`src/rtl/fifo_arb_pkg.sv`:
```
// Shared definitions for the FIFO write-side arbiter and its round-robin selector.
//   arb_state_t     : arbiter FSM state encoding
//   clog2()         : ceiling log2 for sizing index and counter fields
//   DEFAULT_DATA_W  : data width shared with sync_fifo
package fifo_arb_pkg;

    localparam int DEFAULT_DATA_W = 8;

    typedef enum logic {
        IDLE  = 1'b0,
        GRANT = 1'b1
    } arb_state_t;

    function automatic int clog2(input int value);
        int result;
        result = 0;
        while ((1 << result) < value) begin
            result++;
        end
        return result;
    endfunction

endpackage

```
`src/rtl/rr_pick.sv`:
```
// Combinational round-robin selector.
// Searches req starting at index ptr and wrapping modulo N; reports the first
// set bit found.
//   req   : request vector
//   ptr   : search start index (0..N-1)
//   found : at least one request is set
//   idx   : index of the first set request at or after ptr (wrapping)
module rr_pick
    import fifo_arb_pkg::*;
#(
    parameter int N    = 4,
    parameter int ID_W = (clog2(N) < 1) ? 1 : clog2(N)
) (
    input  logic [N-1:0]    req,
    input  logic [ID_W-1:0] ptr,
    output logic            found,
    output logic [ID_W-1:0] idx
);

    int cand;

    // Walk from the farthest candidate back to ptr so the nearest hit is the
    // last one assigned and therefore wins.
    always_comb begin
        found = 1'b0;
        idx   = '0;
        cand  = 0;
        for (int k = N - 1; k >= 0; k--) begin
            cand = int'(ptr) + k;
            if (cand >= N) begin
                cand = cand - N;
            end
            if (req[cand[ID_W-1:0]]) begin
                found = 1'b1;
                idx   = cand[ID_W-1:0];
            end
        end
    end

endmodule

```
`src/rtl/fifo_wr_arbiter.sv`:
```
// Round-robin write arbiter sharing one sync_fifo write port among N_REQ
// producers. One requester is granted at a time for up to MAX_BURST beats;
// all producers are back-pressured while the FIFO is full.
//   clk        : clock
//   reset      : asynchronous active-low reset
//   req_valid  : per-requester data valid
//   req_data   : packed data, requester i at [i*DATA_W +: DATA_W]
//   req_last   : per-requester end-of-burst marker
//   req_ready  : per-requester accept (beat = valid & ready)
//   fifo_full  : FIFO full flag
//   fifo_wr_en : FIFO write enable
//   fifo_wdata : FIFO write data
//   grant_id   : current or most recently granted requester
//   busy       : high while a grant is active
//
// state | meaning
// IDLE  | no grant; pick next requester round-robin from rr_ptr
// GRANT | grant_id owns the FIFO write port until last/limit/bubble
module fifo_wr_arbiter
    import fifo_arb_pkg::*;
#(
    parameter int   N_REQ     = 4,
    parameter int   DATA_W    = DEFAULT_DATA_W,
    parameter int   MAX_BURST = 4,
    localparam int  ID_W      = (clog2(N_REQ) < 1) ? 1 : clog2(N_REQ)
) (
    input  logic                    clk,
    input  logic                    reset,
    input  logic [N_REQ-1:0]        req_valid,
    input  logic [N_REQ*DATA_W-1:0] req_data,
    input  logic [N_REQ-1:0]        req_last,
    output logic [N_REQ-1:0]        req_ready,
    input  logic                    fifo_full,
    output logic                    fifo_wr_en,
    output logic [DATA_W-1:0]       fifo_wdata,
    output logic [ID_W-1:0]         grant_id,
    output logic                    busy
);

    localparam int CNT_W = clog2(MAX_BURST + 1);

    arb_state_t       state, state_d;
    logic [ID_W-1:0]  rr_ptr, rr_ptr_d;
    logic [CNT_W-1:0] beat_cnt, beat_cnt_d;
    logic [ID_W-1:0]  grant_d;

    logic             pick_found;
    logic [ID_W-1:0]  pick_idx;
    logic             granted_valid;
    logic             granted_last;
    logic [DATA_W-1:0] granted_data;
    logic [CNT_W-1:0] beat_inc;
    logic [ID_W-1:0]  next_ptr;

    rr_pick #(
        .N    (N_REQ),
        .ID_W (ID_W)
    ) u_rr_pick (
        .req   (req_valid),
        .ptr   (rr_ptr),
        .found (pick_found),
        .idx   (pick_idx)
    );

    assign granted_valid = req_valid[grant_id];
    assign granted_last  = req_last[grant_id];
    assign granted_data  = req_data[int'(grant_id)*DATA_W +: DATA_W];
    assign beat_inc      = beat_cnt + CNT_W'(1);
    assign next_ptr      = (grant_id == ID_W'(N_REQ - 1)) ? '0 : grant_id + ID_W'(1);
    assign busy          = (state == GRANT);

    always_comb begin
        state_d    = state;
        rr_ptr_d   = rr_ptr;
        beat_cnt_d = beat_cnt;
        grant_d    = grant_id;
        req_ready  = '0;
        fifo_wr_en = 1'b0;
        fifo_wdata = '0;
        case (state)
            IDLE: begin
                if (pick_found) begin
                    grant_d    = pick_idx;
                    beat_cnt_d = '0;
                    state_d    = GRANT;
                end
            end
            GRANT: begin
                req_ready[grant_id] = !fifo_full;
                fifo_wr_en          = granted_valid & !fifo_full;
                fifo_wdata          = granted_data;
                // A bubble ends the grant even while the FIFO is full;
                // full alone only stalls.
                if (!granted_valid) begin
                    state_d  = IDLE;
                    rr_ptr_d = next_ptr;
                end else if (!fifo_full) begin
                    beat_cnt_d = beat_inc;
                    if (granted_last || (beat_inc == CNT_W'(MAX_BURST))) begin
                        state_d  = IDLE;
                        rr_ptr_d = next_ptr;
                    end
                end
            end
            default: state_d = IDLE;
        endcase
    end

    always_ff @(posedge clk or negedge reset) begin
        if (!reset) begin
            state    <= IDLE;
            rr_ptr   <= '0;
            beat_cnt <= '0;
            grant_id <= '0;
        end else begin
            state    <= state_d;
            rr_ptr   <= rr_ptr_d;
            beat_cnt <= beat_cnt_d;
            grant_id <= grant_d;
        end
    end

endmodule

```
`config.mk`:
```
export PLATFORM = sky130hd
export DESIGN_NAME = fifo_wr_arbiter
export DESIGN_NICKNAME = d
export VERILOG_FILES = /design/src/rtl/fifo_arb_pkg.sv /design/src/rtl/rr_pick.sv /design/src/rtl/fifo_wr_arbiter.sv
export SDC_FILE = /design/constraint.sdc
export NUM_CORES = 1
export LEC_CHECK = 0
export CAP_MARGIN = 20
export CELL_PAD_IN_SITES_DETAIL_PLACEMENT = 1
export CELL_PAD_IN_SITES_GLOBAL_PLACEMENT = 1
export CORE_MARGIN = 3
export CORE_UTILIZATION = 25
export DETAILED_ROUTE_END_ITERATION = 10
export PLACE_DENSITY_LB_ADDON = 0.1
export SYNTH_ARGS = -nofsm -noshare
export SYNTH_HDL_FRONTEND = slang
export SYNTH_SLANG_ARGS = --single-unit
```
`constraint.sdc`:
```
create_clock -name clk -period 2.2 [get_ports clk]
set_input_delay 0.33 -clock clk [delete_from_list [all_inputs] [get_ports clk]]
set_output_delay 0.33 -clock clk [all_outputs]
set_load 0.02 [all_outputs]
```
Figure 1. The metal 3 layer.
Drawn at 8 px/um. Cells faint in the background.
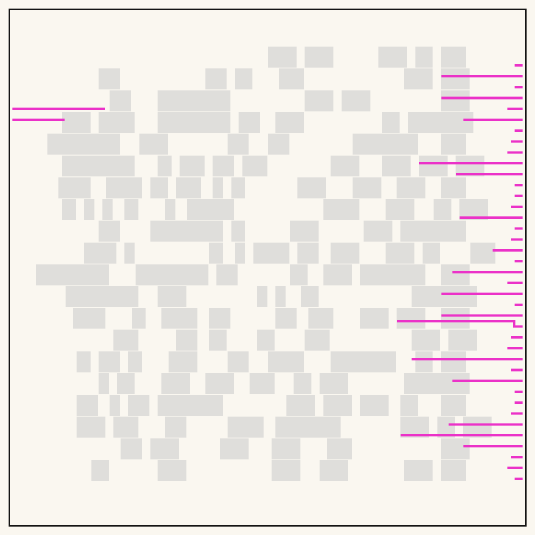
longest straight run	14.9 um
share of all routed wire	6.8%
main direction	horizontal
nets with wire on the layer	41
wire length on this layer	197 um
Vias: 901
Total Wirelength: 2890 um
met3 usage: 2.11%

Figure 2. Placement density heat map.
Drawn at 6 px/um. The die is cut into 6 by 6 equal tiles; white is low, dark blue is high, 0 to 100% covered.
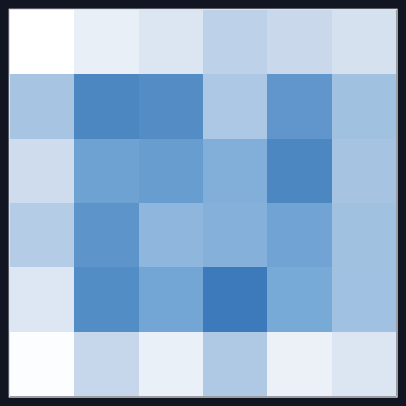
mean over tiles	37%
nearly empty tiles	5.6%
fullest tile	70%
core area: 3150 sq um
final core occ: 49.8%
FP Core Util: 27.0%

Figure 3. Clock routing.
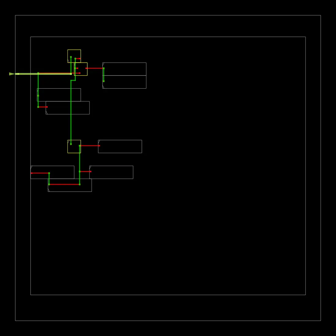
Insertion Delay late pin: 240 ps
TritonCTS buffer count: 3
P_clk: 0.000104 W
clk sinks: 8
flip-flop and latch count: 8

==> flow_metrics.tcl <==
# collected from the flow reports
set metrics [dict create \
    fin_area_sq_um 1570 \
    grt_use_met2_pct 24.6 \
    worstPathMaxFanout 6 \
    top_area_cell_class "non-clock buffers" \
    via_per_inst 4.67 \
    gp_congestion 0.708 \
    area_growth_pct 84.3 \
    hp-class "primary input to asynchronous set/reset pin" \
    cpPeakStageDelay_ps 500 \
    die_area_sq_um 4140 \
    pwr-share-comb_pct 76.6 \
    leakage_nw 0.709 \
    antenna_cells 0 \
    hold_viol_final 0 \
    status "completed" \
    ys_cells 79 \
    p_clk_share_pct 6.6 \
    place_inst 190 \
    power.group.top "combinational cells" \
    cts_tree "done" \
    area_leaders "mux4_2, dfrtp_1, and2_1, ha_1, mux2i_1" \
    holdBufCountCts 0 \
    setup_viol 0 \
    top_area_cell "mux4_2" \
    peakVddDrop_v 0.000452 \
    setup.worst_path.end_class "output port" \
    grt-ovfl-total 0 \
    dpl_worst_slack_ps -109 \
    use_met1_pct 18.9 \
    synthTopCellsByCount "and2_1, mux4_2, dfrtp_1, ha_1" \
    clkbuf_count 3 \
    buffers 71 \
    die_h_um 64.4 \
    drive_gt1_share_pct 19.5 \
    logic_gate_count 63 \
    worstMarginPinSlew_ps 394 \
    final.min_clock_period_ps 2090 \
    tool_warnings 30 \
    die-width_um 64.4 \
    yosys_warnings 0 \
    cp_top_family "buffers and inverters" \
    grt_antenna_before_repair 0 \
    async_flop_share_pct 100 \
    postPlaceCellArea_sq_um 1560 \
    cp.arrival_ps 1760 \
    drt_iter0_markers 19 \
    period_used_pct 94.8 \
    grt_pass1_wl_um 4700 \
    grt_start_max_net_pins 14 \
    path_clk_slew_ps 50 \
    p_int_w 0.000900 \
    cap_viol_max_count 0 \
    nNetsFinal 200 \
    total_power_w 0.00157 \
    grt.total_usage_pct 14.2 \
    syn_area_per_cell_sq_um 10.8 \
    clock_skew_ps 1.45 \
    seq_area_frac_synth_pct 23.5 \
    ff_type "dfrtp_1" \
    p_switching_w 0.000669 \
    grt_pass1_vias 958 \
    grt-busiest-layer "met2" \
    post-dp-hpwl_um 2500 \
    bufAreaShareNonClock_pct 42.4 \
    cp_cell_sequence "buf_4 > mux4_2 > and2_1 > dlygate4sd2_1" \
    ys_ff 8 \
    floorplan.nets 128 \
    top_area_share_pct 23.8 \
    edf_count 0 \
    cts_root_buf "clkbuf_4" \
    ys_chip_area_sq_um 852 \
    p_sw_share_pct 42.6 \
    seq_area_share_pct 12.7 \
    comb_area_sq_um 612 \
    netlist_instances 79 \
    routed.top_layer "met3" \
    wl_met3_um 197 \
    syn_area_sq_um 852 \
    wl_per_cell_um 15.0 \
    drc 0 \
    start_kind "register" \
    hold_ws_ps 366 \
    p_comb_w 0.00120 \
    wl_met2_um 1350 \
]
## cell families (layout without fill, tap and decap cells)
| group | after synthesis | in the layout | synth area share [%] |
|---|---|---|---|
| multiplexers | 16 | 16 | 32.5 |
| AND-OR/OR-AND | 12 | 12 | 10.9 |
| buffers and inverters | 8 | 78 | 4.70 |
| AND/OR/NAND/NOR | 28 | 28 | 18.6 |
| adder cells (fa/ha/maj) | 6 | 6 | 8.81 |
| XOR/XNOR | 1 | 1 | 1.03 |
| flip-flops | 8 | 8 | 23.5 |
## cells in the final DEF, fill, tap and decap left out, types with 2 or more instances in the layout
master	instances
clkdlybuf4s50_1	45
nand2_1	2
buf_4	13
dlygate4sd2_1	12
o221ai_1	2
nor2_1	4
and2_1	12
dfrtp_1	8
inv_1	3
mux4_2	9
o21ai_0	2
nor2b_1	2
clkbuf_4	3
a21oi_1	2
mux2_1	2
mux2i_1	4
ha_1	6
nor3_1	3
## registers in the layout, indices dropped and copies added (netlist names)
register,cells
grant_id,2
beat_cnt,3
busy,1
rr_ptr,2
## timing repair
item                       CTS  global route
setup endpoints to repair   12             1
setup buffers                0             0
gates resized               12             1
## final timing paths
| kind | start | endpoint | slack [ps] | cells past startpoint |
|---|---|---|---|---|
| min in group clk | rr_ptr[0] | rr_ptr[0] | 550 | 1 |
| max | grant_id[0] | fifo_wdata[6] | 110 | 4 |
| max in group asynchronous | reset | beat_cnt[1] | 1570 | 1 |
| min | reset | rr_ptr[0] | 370 | 1 |
| min reg2reg | rr_ptr[0] | rr_ptr[0] | 550 | 1 |
| max reg2reg | grant_id[0] | rr_ptr[0] | 340 | 6 |
No activity file was given, so power comes from the tool's default toggle rates.
